Fig. 1: routed clock nets over the placement
Drawn at 4 px/um.
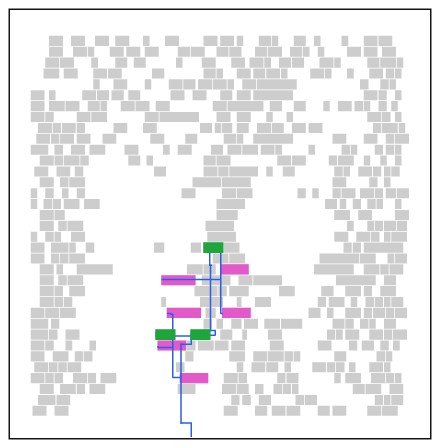
Fig. 2: clock wiring as the flow saved it
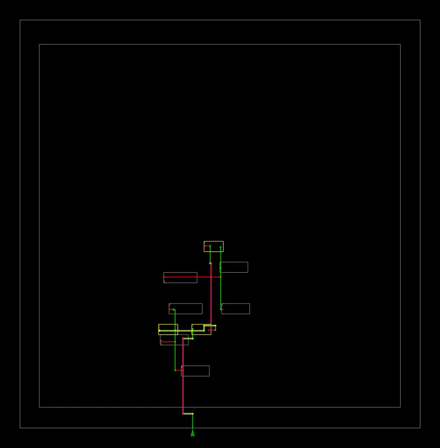
Fig. 3: routed metal, one color a layer
Drawn at 2 px/um.
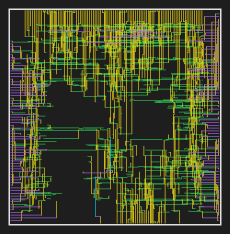
### config.mk
export PLATFORM = sky130hd
export DESIGN_NAME = or1200_mem_arbiter
export DESIGN_NICKNAME = d
export VERILOG_FILES = /design/src/rtl/or1200_mem_arbiter.sv
export SDC_FILE = /design/constraint.sdc
export NUM_CORES = 1
export LEC_CHECK = 0
export CORE_AREA = 5 5 100 102
export CTS_BUF_LIST = sky130_fd_sc_hd__clkbuf_8 sky130_fd_sc_hd__clkbuf_16
export CTS_CLUSTER_SIZE = 24
export DETAILED_ROUTE_END_ITERATION = 8
export DIE_AREA = 0 0 105 107
export SLEW_MARGIN = 20
export SYNTH_ARGS = -nofsm -noshare
export SYNTH_HDL_FRONTEND = slang
export SYNTH_SLANG_ARGS = --single-unit
### constraint.sdc
create_clock -name clk -period 1.45 [get_ports clk]
set_input_delay 0.145 -clock clk [delete_from_list [all_inputs] [get_ports clk]]
set_output_delay 0.145 -clock clk [all_outputs]
set_load 0.005 [all_outputs]
### src/rtl/or1200_mem_arbiter.sv
// rtl/or1200_mem_arbiter.sv - single-port RAM arbiter between OR1200 I-fetch and data ports
//
// Purpose:
//    Shares one single-port synchronous RAM (1-cycle read latency) between the
//    CPU instruction-fetch port (read-only) and the data port (read/write).
//    The data port has fixed priority.  A saturating starvation counter forces
//    an instruction grant once the I-port has been denied STARVE_LIMIT
//    consecutive cycles.  Read data is steered back to the port that owned
//    the read one cycle after its grant.
//
// Ports:
//    clk, rst               clock, synchronous active-high reset
//    i_req/i_addr           instruction read request and byte address
//    i_gnt                  instruction request accepted this cycle
//    i_rvalid/i_rdata       instruction read return (cycle after i_gnt)
//    d_req/d_we/d_addr/
//    d_wdata                data request, direction, address, write data
//    d_gnt                  data request accepted this cycle
//    d_rvalid/d_rdata       data read return (cycle after a read d_gnt)
//    mem_en/mem_we/
//    mem_addr/mem_wdata     RAM strobe, write enable, address, write data
//    mem_rdata              RAM read data, valid the cycle after a read strobe

module or1200_mem_arbiter #(
   parameter int AW           = 32,
   parameter int DW           = 32,
   parameter int STARVE_LIMIT = 4
) (
   input  logic          clk,
   input  logic          rst,

   input  logic          i_req,
   input  logic [AW-1:0] i_addr,
   output logic          i_gnt,
   output logic          i_rvalid,
   output logic [DW-1:0] i_rdata,

   input  logic          d_req,
   input  logic          d_we,
   input  logic [AW-1:0] d_addr,
   input  logic [DW-1:0] d_wdata,
   output logic          d_gnt,
   output logic          d_rvalid,
   output logic [DW-1:0] d_rdata,

   output logic          mem_en,
   output logic          mem_we,
   output logic [AW-1:0] mem_addr,
   output logic [DW-1:0] mem_wdata,
   input  logic [DW-1:0] mem_rdata
);

   logic [3:0] starve_cnt_q, starve_cnt_d;
   logic [1:0] rd_owner_q, rd_owner_d;   // {data read, instruction read} granted last cycle

   logic force_i;
   logic sel_i;
   logic sel_d;

   assign force_i = (starve_cnt_q >= 4'(STARVE_LIMIT));

   // Grants are suppressed while in reset so the RAM sees no strobe.
   assign sel_i = !rst && i_req && (!d_req || force_i);
   assign sel_d = !rst && d_req && !sel_i;

   assign i_gnt = sel_i;
   assign d_gnt = sel_d;

   always_comb begin
      mem_en    = sel_i | sel_d;
      mem_we    = sel_d & d_we;
      mem_addr  = '0;
      mem_wdata = '0;
      if (sel_i) begin
         mem_addr = i_addr;
      end else if (sel_d) begin
         mem_addr  = d_addr;
         mem_wdata = d_wdata;
      end
   end

   // Counts consecutive cycles the I-port requests without being granted;
   // any grant or withdrawal of the request restarts the count.
   always_comb begin
      starve_cnt_d = 4'd0;
      if (i_req && !sel_i) begin
         starve_cnt_d = (starve_cnt_q == 4'hF) ? 4'hF : starve_cnt_q + 4'd1;
      end
   end

   assign rd_owner_d = {sel_d & !d_we, sel_i};

   always_ff @(posedge clk) begin
      if (rst) begin
         starve_cnt_q <= 4'd0;
         rd_owner_q   <= 2'b00;
      end else begin
         starve_cnt_q <= starve_cnt_d;
         rd_owner_q   <= rd_owner_d;
      end
   end

   // A read granted just before reset is dropped: the return is masked while
   // reset is high, and the owner pipeline is cleared at the same edge.
   assign i_rvalid = rd_owner_q[0] & !rst;
   assign d_rvalid = rd_owner_q[1] & !rst;
   assign i_rdata  = i_rvalid ? mem_rdata : '0;
   assign d_rdata  = d_rvalid ? mem_rdata : '0;

endmodule
==> flow_summary.json <==
{
  "start_kind": "flop",
  "setup.worst_path.start": "starve_cnt_q[3]",
  "failed_checks": "setup timing",
  "buffers_excl_clock": 307,
  "pre_cts_slack_ps": -635,
  "ys_seq_share_pct": 9.74,
  "synthTopCellsByArea": "and2_1 33%, a22o_1 23%, and3_1 17%, dfxtp_1 9.7%, buf_6 3.7%",
  "inv_count": 0,
  "synthTopLogicFamily": "simple AND/OR/NAND/NOR gates",
  "finish.utilization_pct": 48.1,
  "whs_path_depth": 2,
  "num_antenna_cells": 0,
  "regMostFlops": "starve_cnt_q",
  "xor_share_pct": 0,
  "grt_pass1_vias": 2520,
  "async_flop_share_pct": 0,
  "syn_inst": 172,
  "power_mw": 1.38,
  "flop_cell": "dfxtp_1",
  "min_to": "rd_owner_q[0]",
  "common_cells": "66 x and2_1, 34 x and3_1, 32 x a22o_1, 12 x clkbuf_1, 6 x dfxtp_1",
  "drcViolationCount": 0,
  "flop_area_um2": 128,
  "rsz0062_at_grt": "yes",
  "rows": 35,
  "dr_wl_met2_um": 5730,
  "fp_util_pct": 13.7,
  "met2_usage_pct": 32.1,
  "crit_chain": "o21ai_4, and2_4, buf_8, buf_6, buf_16, a22o_1, buf_2",
  "post-route-min-period_ps": 1720,
  "ant_nets": 0,
  "seqPwrFrac_pct": 12.4,
  "io_pins": 267,
  "wl_met3_um": 1170,
  "min_period_over_period_pct": 118,
  "tap_cells": 111,
  "timing.rr.end": "rd_owner_q[1]",
  "setup_ws_ps": -267,
  "setup_viol": 51,
  "top_area_share_pct": 33.5,
  "slowest_stage": "dfxtp_4",
  "hold_violations": 0,
  "peakVddDrop_v": 0.000263,
  "post_cts_resized": 437,
  "place_inst": 540,
  "ys_cells": 172,
  "dpl-instance-area_um2": 4070,
  "run_status": "finished with violations",
  "critPathRequiredTime_ps": 1310
}
Back to the opening pictures, Fig. 1:
[flip-flops] magenta | count: 6
[clock wires] blue | length: 128 um
[clock-net drivers] green | count: 3
routed clock nets	4
Clock Latency Late Sink: 230 ps
Clk network pwr share: 18.3%
Clock net power: 0.252 mW

Back to the opening pictures, Fig. 2:
# clock sinks: 6
registers: 6
Final Skew: 2.66 ps
CTS buffer count: 3

Back to the opening pictures, Fig. 3:
layer	color	wire length
M2	yellow	5730 um
M1	green	3910 um
M3	purple	1170 um
M4	cyan	46.2 um
DRT Wirelength: 10900 um
Total GRT Usage: 16.9%
Wirelength per Cell: 18.9 um
Via Count: 2476

how the worst max path moves through the flow:
stage | end | depth (start not counted)
final | mem_addr[17] | 7
after global routing | mem_addr[31] | 7
after CTS | mem_wdata[17] | 4
after detailed placement | mem_addr[19] | 6
after global placement | mem_addr[0] | 6
after floorplan | mem_addr[23] | 5
placed cells by master (no fill, tap or decap), drive strengths merged:
cell	synthesis	routed
conb	1	1
nor2b	2	2
clkdlybuf4s50	0	130
and2	67	67
clkdlybuf4s15	0	23
nor2	3	3
and2b	3	3
dlygate4sd2	0	14
a21oi	2	2
and3	34	34
a22o	32	32
ha	1	1
nand2b	1	1
clkbuf	12	17
buf	7	121
dfxtp	6	6
dlymetal6s2s	0	5
o21ai	1	1
Power figures rest on the tool's default switching activity, not on a simulated workload.
